[config.mk]
export PLATFORM = sky130hd
export DESIGN_NAME = router_fifo_sched
export DESIGN_NICKNAME = d
export VERILOG_FILES = /design/src/rtl/router_fifo_sched.sv
export SDC_FILE = /design/constraint.sdc
export NUM_CORES = 1
export LEC_CHECK = 0
export CORE_MARGIN = 5
export CORE_UTILIZATION = 32
export CTS_CLUSTER_DIAMETER = 100
export DETAILED_ROUTE_END_ITERATION = 7
export PLACE_DENSITY = 0.78
export SLEW_MARGIN = 20
export SYNTH_ARGS = -nofsm -noshare
export SYNTH_HDL_FRONTEND = slang
export SYNTH_SLANG_ARGS = --single-unit
[constraint.sdc]
create_clock -name i_clk -period 3.5 [get_ports i_clk]
set_clock_uncertainty 0.05 [all_clocks]
set_input_delay 1.05 -clock i_clk [delete_from_list [all_inputs] [get_ports i_clk]]
set_output_delay 1.05 -clock i_clk [all_outputs]
set_load 0.01 [all_outputs]
[src/rtl/router_fifo_sched.sv]
// Tile sequencer and round-robin pop arbiter for the router's multi-peek FIFO.
// Optional idle-SERVE watchdog is built when ROUTER_SCHED_TIMEOUT_EN is defined.
//
// state      | meaning
// -----------+-------------------------------------------------------------
// ST_IDLE    | waiting for i_start
// ST_CLEAR   | one-cycle FIFO clear at tile start
// ST_LOAD    | waiting for the single tile write
// ST_SERVE   | round-robin pop arbitration until the FIFO drains
// ST_DONE    | one-cycle tile-complete pulse
// ST_TIMEOUT | one-cycle watchdog pulse (watchdog build only)
// ST_FLUSH   | clear the stuck tile, then return to idle (watchdog build only)
module router_fifo_sched #(
    parameter int NUM_REQ        = 4,
    parameter int PEEK_WIDTH     = 8,
    parameter int TIMEOUT_CYCLES = 64
) (
    input  logic                          i_clk,
    input  logic                          i_nrst,
    input  logic                          i_start,
    input  logic                          i_data_valid,
    output logic                          o_data_ready,
    output logic                          o_fifo_clear,
    output logic                          o_fifo_write_en,
    input  logic                          i_fifo_empty,
    input  logic                          i_fifo_full,
    input  logic [PEEK_WIDTH-1:0]         i_peek_valid,
    output logic                          o_fifo_pop_en,
    output logic [PEEK_WIDTH-1:0]         o_fifo_data_hit,
    input  logic [NUM_REQ-1:0]            i_req,
    input  logic [NUM_REQ*PEEK_WIDTH-1:0] i_req_hit,
    output logic [NUM_REQ-1:0]            o_grant,
    output logic                          o_busy,
    output logic                          o_done,
    output logic                          o_timeout
);

    localparam int PTR_W = (NUM_REQ > 1) ? $clog2(NUM_REQ) : 1;

    typedef enum logic [2:0] {
        ST_IDLE,
        ST_CLEAR,
        ST_LOAD,
        ST_SERVE,
        ST_DONE,
        ST_TIMEOUT,
        ST_FLUSH
    } state_t;

    state_t                 state;
    logic [PTR_W-1:0]       rr_ptr;
    logic [PTR_W-1:0]       win;
    logic [PTR_W-1:0]       rr_next;
    logic                   found;
    logic [NUM_REQ-1:0]     eligible;
    logic [PEEK_WIDTH-1:0]  win_hit;
    logic                   grant_fire;
    logic                   load_fire;

    always_comb begin
        eligible = '0;
        for (int k = 0; k < NUM_REQ; k++) begin
            eligible[k] = i_req[k] & (|(i_req_hit[k*PEEK_WIDTH +: PEEK_WIDTH] & i_peek_valid));
        end
    end

    // First eligible requester at or after rr_ptr, wrapping.
    always_comb begin
        found = 1'b0;
        win   = '0;
        for (int i = 0; i < NUM_REQ; i++) begin
            if (!found && eligible[(int'(rr_ptr) + i) % NUM_REQ]) begin
                found = 1'b1;
                win   = PTR_W'((int'(rr_ptr) + i) % NUM_REQ);
            end
        end
    end

    assign win_hit    = i_req_hit[int'(win)*PEEK_WIDTH +: PEEK_WIDTH] & i_peek_valid;
    assign rr_next    = (int'(win) == NUM_REQ - 1) ? '0 : win + 1'b1;
    assign grant_fire = i_nrst && (state == ST_SERVE) && !i_fifo_empty && found;
    assign load_fire  = i_nrst && (state == ST_LOAD) && i_data_valid && !i_fifo_full;

    // Outputs are gated by i_nrst so they read zero while reset is held.
    assign o_fifo_clear    = i_nrst && ((state == ST_CLEAR) || (state == ST_FLUSH));
    assign o_data_ready    = i_nrst && (state == ST_LOAD);
    assign o_fifo_write_en = load_fire;
    assign o_fifo_pop_en   = grant_fire;
    assign o_grant         = grant_fire ? (NUM_REQ'(1) << win) : '0;
    assign o_fifo_data_hit = grant_fire ? win_hit : '0;
    assign o_busy          = i_nrst && (state != ST_IDLE);
    assign o_done          = i_nrst && (state == ST_DONE);

`ifdef ROUTER_SCHED_TIMEOUT_EN
    localparam int CNT_W = (TIMEOUT_CYCLES > 1) ? $clog2(TIMEOUT_CYCLES) : 1;
    localparam logic [CNT_W-1:0] CNT_LAST = CNT_W'(TIMEOUT_CYCLES - 1);

    logic [CNT_W-1:0] idle_cnt;
    logic             idle_serve;

    assign idle_serve = (state == ST_SERVE) && !i_fifo_empty && !grant_fire;
    assign o_timeout  = i_nrst && (state == ST_TIMEOUT);
`else
    logic unused_cfg;

    assign unused_cfg = (TIMEOUT_CYCLES > 0);
    assign o_timeout  = 1'b0;
`endif

    always_ff @(posedge i_clk) begin
        if (!i_nrst) begin
            state  <= ST_IDLE;
            rr_ptr <= '0;
`ifdef ROUTER_SCHED_TIMEOUT_EN
            idle_cnt <= '0;
`endif
        end else begin
            if (grant_fire) begin
                rr_ptr <= rr_next;
            end

`ifdef ROUTER_SCHED_TIMEOUT_EN
            if (idle_serve && (idle_cnt != CNT_LAST)) begin
                idle_cnt <= idle_cnt + 1'b1;
            end else begin
                idle_cnt <= '0;
            end
`endif

            case (state)
                ST_IDLE: begin
                    if (i_start) begin
                        state <= ST_CLEAR;
                    end
                end
                ST_CLEAR: begin
                    state <= ST_LOAD;
                end
                ST_LOAD: begin
                    if (load_fire) begin
                        state <= ST_SERVE;
                    end
                end
                ST_SERVE: begin
                    if (i_fifo_empty) begin
                        state <= ST_DONE;
                    end
`ifdef ROUTER_SCHED_TIMEOUT_EN
                    else if (idle_serve && (idle_cnt == CNT_LAST)) begin
                        state <= ST_TIMEOUT;
                    end
`endif
                end
                ST_DONE: begin
                    state <= ST_IDLE;
                end
                ST_TIMEOUT: begin
                    state <= ST_FLUSH;
                end
                ST_FLUSH: begin
                    state <= ST_IDLE;
                end
                default: begin
                    state <= ST_IDLE;
                end
            endcase
        end
    end

endmodule
run_1/drive_strength.png
Drawn at 8 px/um.
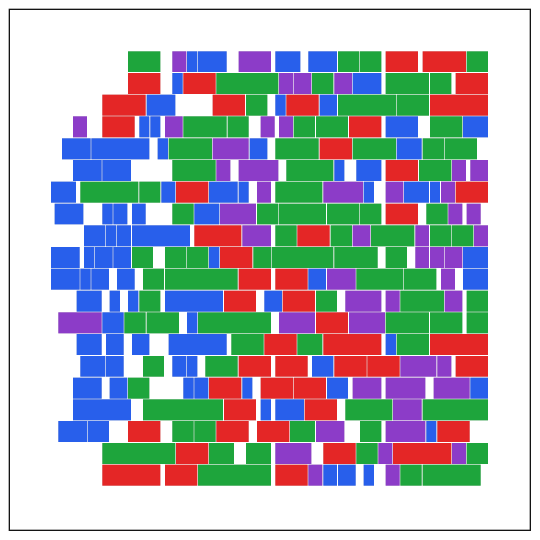
- purple: drive 2 (cells 49)
- blue: drive 1 or less (cells 83)
- red: drive 6 and up (cells 47)
- green: drive 3 to 4 (cells 80)

run_1/port_nets.png
Drawn at 4 px/um.
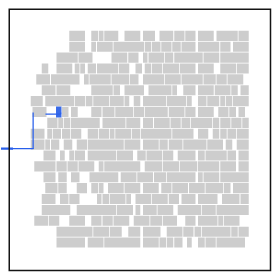
- blue: `i_start` (direction input; edge west; end cells 1; buffers 1; wire 18.3 um)

==> deck_impl_summary.md, run 1 <==
Implementation Results

Synth
  – Synth Flop Type: dfxtp_1
  – Mapped cell area: approximately 970 um2
  – Dominant combinational family: simple AND/OR/NAND/NOR gates
  – MUX share of area: a little under a fifth
  – Simple share: about two fifths
  – Syn avg cell area: 7.32 um2
  – Yosys cell types: around 44
  – Synth warn: 0

Global route
  – Initial antenna violation count: 0
  – Gr ovfl total: 0
  – Vias in the first global route: roughly 1800
  – GRT Resource Usage Total: between 20% and 30%

STA
  – Setup Viol. Count Final: 13
  – Final WS setup: -599 ps

Power
  – Comb. pwr: 0.318 mW
  – Worst vdd ir: between 100 and 150 uV
  – Pwr Density: around 170 nW/um2
  – Flop pwr share: roughly 14%
  – Top pwr grp: combinational logic
  – Clk power: 0.0684 mW
  – Combinational Power Share: between 70% and 80%

Floorplanning
  – Die footprint: ~4200 um2
  – Die Span Y: about 65 um
  – Core footprint: between 2000 and 3000 um2
  – Die W: 64.9 um
  – Ports: slightly below 70

Final layout
  – Non-clk bufs: between 100 and 150
  – Combinational share of cell area: between 40% and 50%
  – Signal inverters: 2
  – Antenna Cells: 0

Clock network
  – Post-cts sizing count: between 200 and 300
  – H-tree depth: 1
  – Post-CTS setup buffers: 31
  – Clock Latency Late Sink: between 200 and 250 ps
  – Clk root buf: clkbuf_4
  – TritonCTS clock tree: built
  – CTS buffer count: 3

Place
  – HPWL after DPL: 3330 um

Run status
  – Failing checks: setup timing
  – Status: finished, violations left

Critical path
  – Crit path max fanout: 5

Drt
  – Post-route DRC: 0
  – Initial DRC count: 120
  – Antenna-violating nets left: 0
run_1/pins.png
Drawn at 8 px/um. Pins as bars across the die edge, other pins in gray.
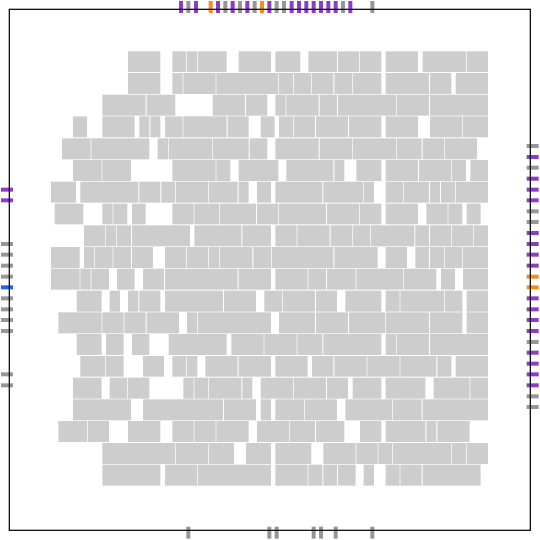
- orange: `i_req` (pins 4; direction input; edge 2 east, 2 north)
- purple: `i_req_hit` (pins 32; direction input; edge 16 east, 14 north, 2 west)
- blue: `i_start` (pins 1; direction input; edge west)
- all pins by edge: 25 east, 24 north, 13 west, 7 south

run 1: metrics by stage:
stage	cell area, um2	TNS (ps)	util (%)	power, mW	setup WS [ps]
floorplan	1080	-692	-	0.153	-127
global placement	1930	-16280	64.7	0.253	-1300
detailed placement	1930	-17250	64.7	0.259	-1380
CTS	2380	-4090	80.0	0.398	-420
global route	2570	-6730	86.3	0.466	-628
finish	2570	-6470	86.3	0.447	-599
run 1: cells in the mapped netlist, drive strengths merged, types with 2 or more instances:
cell,instances
o22ai,9
mux2,11
nand4,7
o21ai,8
and2,5
inv,2
a21oi,2
nor2,3
a22oi,2
nand3,7
nand2b,5
mux2i,5
nand2,38
ha,4
buf,3
or3,3
dfxtp,5
run 1: final timing paths:
check                           slack (ps)                   start  cells after the start                endpoint
worst max-delay path                  -600         i_peek_valid[0]                     10      o_fifo_data_hit[6]
worst min-delay path                   460  rr_ptr[0]$_SDFFE_PN0P_                      2  rr_ptr[0]$_SDFFE_PN0P_
worst max register to register        1590   state[2]$_SDFFE_PN0P_                      7  rr_ptr[1]$_SDFFE_PN0P_
worst min register to register         460  rr_ptr[0]$_SDFFE_PN0P_                      2  rr_ptr[0]$_SDFFE_PN0P_
run 1: layer usage:
metal | GRT usage (%) | vias up | share of wire, %
li1 | - | 741 | -
met1 | 23.9 | 784 | 35
met2 | 52.4 | 117 | 52
met3 | 5.72 | 34 | 7.5
met4 | 16.9 | 0 | 5.1
met5 | 0 | - | 0
run 1: worst max-delay path, stage by stage:
cell and delay (ps):
buf_12 110, nand2_4 70, nand4_1 170, o21a_1 260
or3_4 420, nand4_4 180, buf_12 140, mux2_4 310
o22ai_4 160, buf_6 120
run 1: sequential cells by signal, summed over array words and instances, names as in the netlist:
register / cells
rr_ptr: 2
state: 3
--- run 2 (diff from run 1) ---
- CTS_CLUSTER_DIAMETER: 100 -> unset
- RECOVER_POWER: unset -> 50
run_2/metal_stack.png
Drawn at 8 px/um. Two of the layers only.
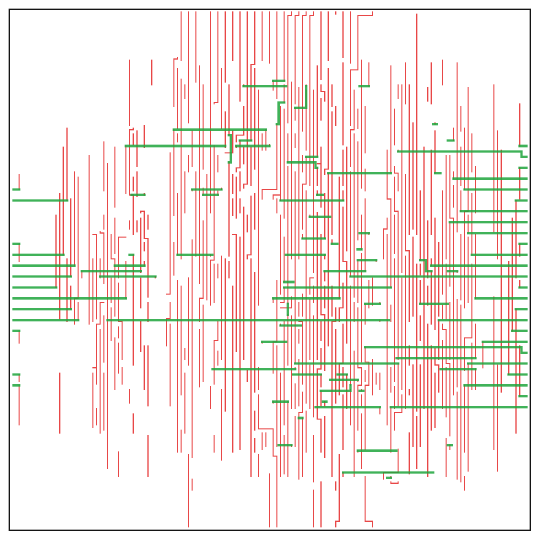
- red: met2 (wire length 3300 um)
- green: met3 (wire length 525 um)

run_2/port_nets.png
Drawn at 4 px/um.
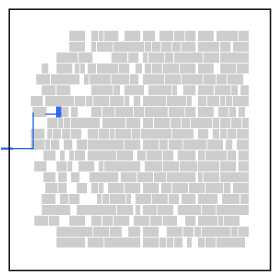
- blue: `i_start` (direction input; edge west; end cells 1; buffers 1; wire 18.3 um)

==> run 2 against run 1 <==
The flow still finishes with violations (setup timing). Utilization decreased by 0.38 points. Final cell count unchanged. Sequential share of layout area about the same. Synthesized cell count unchanged. Clock power about the same. Register-to-register slack improved by 40 ps. Combinational power about the same. Area after synthesis unchanged. Critical path type unchanged. Largest power group unchanged.
==> deck_impl_summary.md, run 2 <==
Implementation Results

Floorplanning
  – Die Span Y: 64.9 um
  – Die footprint: 4220 um2
  – Ports: 69
  – Die W: roughly 65 um

Final layout
  – Most common logic cells in the final layout: buf_6, buf_4, buf_2
  – Antenna Cells: 0
  – Final Util: 86.0%
  – Max reg flops: 3
  – Largest regs: state x3, rr_ptr x2
  – Biggest register: state

Drt
  – Drt total wl: approximately 6400 um
  – Met3 wire len: about 530 um
  – Routed length on met2: approximately 3300 um
  – M1 WL: approximately 2200 um
  – Top sig layer: met4
  – Post-route DRC: 0
  – Antenna-violating nets left: 0
  – Drt pass-1 iters: 4

Global route
  – GR met3 Demand/Resource: between 5 and 6%
  – Gr ovfl total: 0
  – Met1 Use GR: a little under a quarter
  – Most used routing layer: met2
  – Initial antenna violation count: 0
  – GRT Resource Usage Total: about a quarter
  – Grt met2 use: between 50% and 60%
  – Vias in the first global route: about 1800

Critical path
  – Worst Reg-to-Reg Cells: 7
  – Critical path endpoint: o_fifo_data_hit[6]
  – Crit path depth: 10
  – CP delay by family, top: simple AND/OR/NAND/NOR gates
  – R2R Path Start: state[2]$_SDFFE_PN0P_
  – CP max-delay cell: or3_4
  – Worst reg2reg path endpoint: rr_ptr[1]$_SDFFE_PN0P_
  – Flop-to-flop setup slack: between 1500 and 2000 ps
  – Buffer and inverter count on the worst path: 3
  – Max stage delay on crit path: approximately 400 ps
  – Ordered cell list for the critical path: buf_12 > nand2_4 > nand4_1 > o21a_1 > or3_4 > nand4_4 > buf_12 > mux2_4 > o22ai_4 > buf_6
  – CP Launch Point: i_peek_valid[0]
  – CP most frequent cell: buf_12
  – Crit path max fanout: 5

Clock network
  – CTS buffer count: 3
  – Post-CTS Hold Buffers: 0
  – Clock Latency Late Sink: approximately 240 ps
  – TritonCTS clock tree: built
  – H-tree depth: 1
  – CTS sink count: 5
  – Clk pin slew, worst setup/hold paths: ~40 ps
  – Clk root buf: clkbuf_4

STA
  – Tmin final: between 4000 and 5000 ps
  – Final Hold Viols: 0
  – Setup Viol. Count Final: 13
  – Final WS setup: -585 ps
  – RSZ-0062 raised after global routing: yes

Synth
  – Synth Flop Type: dfxtp_1
  – Synth warn: 0
  – Syn avg cell area: around 7.3 um2
  – Yosys cell types: ~44
  – Yosys stat chip area: between 900 and 1000 um2
  – Mapped cell area: about 970 um2
  – Dominant cell area share: 14.4%
  – Top post-synthesis cells by count: nand2_1, o22ai_1, mux2_1, nand3_1, nand4_1
  – Synth top cell by count: nand2_1
  – Top cells, area: nand2_1, dfxtp_1, mux2_1
  – Cell taking the most area after synthesis: nand2_1

Power
  – Worst vdd ir: about 150 uV
  – Pwr Density: around 170 nW/um2
  – Clk network pwr share: between 15 and 20%
  – Flop pwr share: 13.7%
  – Combinational Power Share: a little under three quarters

Worst hold path
  – HP Start: rr_ptr[0]$_SDFFE_PN0P_
  – Min-Delay Path Depth: 2
  – Hold worst-path end: rr_ptr[0]$_SDFFE_PN0P_
  – Hold Crit Class: flip-flop to flip-flop

Run status
  – Status: finished, violations left
  – Failing checks: setup timing

Place
  – HPWL after DPL: 3330 um
run_2/final_placement.png
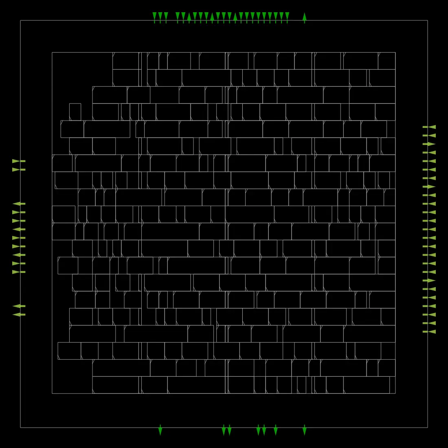
num rows: 20
Final Non-Filler Cells: 292
core footprint: 2980 um2

run 2: netlist changes by cell type in the layout (fill, tap and decap cells not counted):
| cell | delta |
|---|---|
| buf_4 | -1 |
| clkbuf_1 | +1 |
| nor4b_1 | +1 |
| nor4b_2 | -1 |
| o2111a_1 | +1 |
| o2111a_2 | -1 |
run 2: cells by family (layout without fill, tap and decap cells):
group | Yosys count | in the layout | share of synthesized area [%]
adders and majority gates | 4 | 4 | 5.18
buffers and inverters | 5 | 131 | 3.24
muxes | 16 | 16 | 18.8
DFF | 5 | 5 | 10.4
other | 1 | 1 | 0.388
AOI/OAI and AO/OA | 29 | 29 | 23.2
and+or+nand+nor | 72 | 73 | 38.9
run 2: area by class of cell:
class                           instances  area share [%]
Timing Repair Buffer                  125            44.6
Sequential cell                         5            3.91
Multi-Input combinational cell        123            48.0
Inverter                                2           0.880
Clock buffer                            4            1.03
Tap cell                               33            1.61
run 2: stage by stage:
stage          power, mW  hold slack, ps  setup TNS (ps)  instance area [um2]  setup WS, ps
2_1_floorplan      0.153             408            -692                 1080          -127
3_3_place_gp       0.253             398          -16280                 1930         -1300
3_5_place_dp       0.259             425          -17250                 1930         -1380
4_1_cts            0.398             452           -4090                 2380          -420
5_1_grt            0.465             518           -6940                 2560          -628
6_report           0.445             464           -6380                 2560          -585
run 2: repair_timing:
action | CTS | global route
setup buffers | 31 | 8
setup endpoints to repair | 16 | 13
pin swaps | 51 | 29
resized | 282 | 35
gates cloned | 1 | 0
run 2: power groups by stage:
stage                     logic (mW)  clock network, mW  registers, mW
final                          0.316             0.0687         0.0609
after CTS                      0.266             0.0704         0.0608
after detailed placement       0.197                  0         0.0618
after global placement         0.192                  0         0.0616
after global routing           0.329             0.0745         0.0610
after floorplan               0.0899                  0         0.0631
Power is estimated from default activity; no workload was simulated.
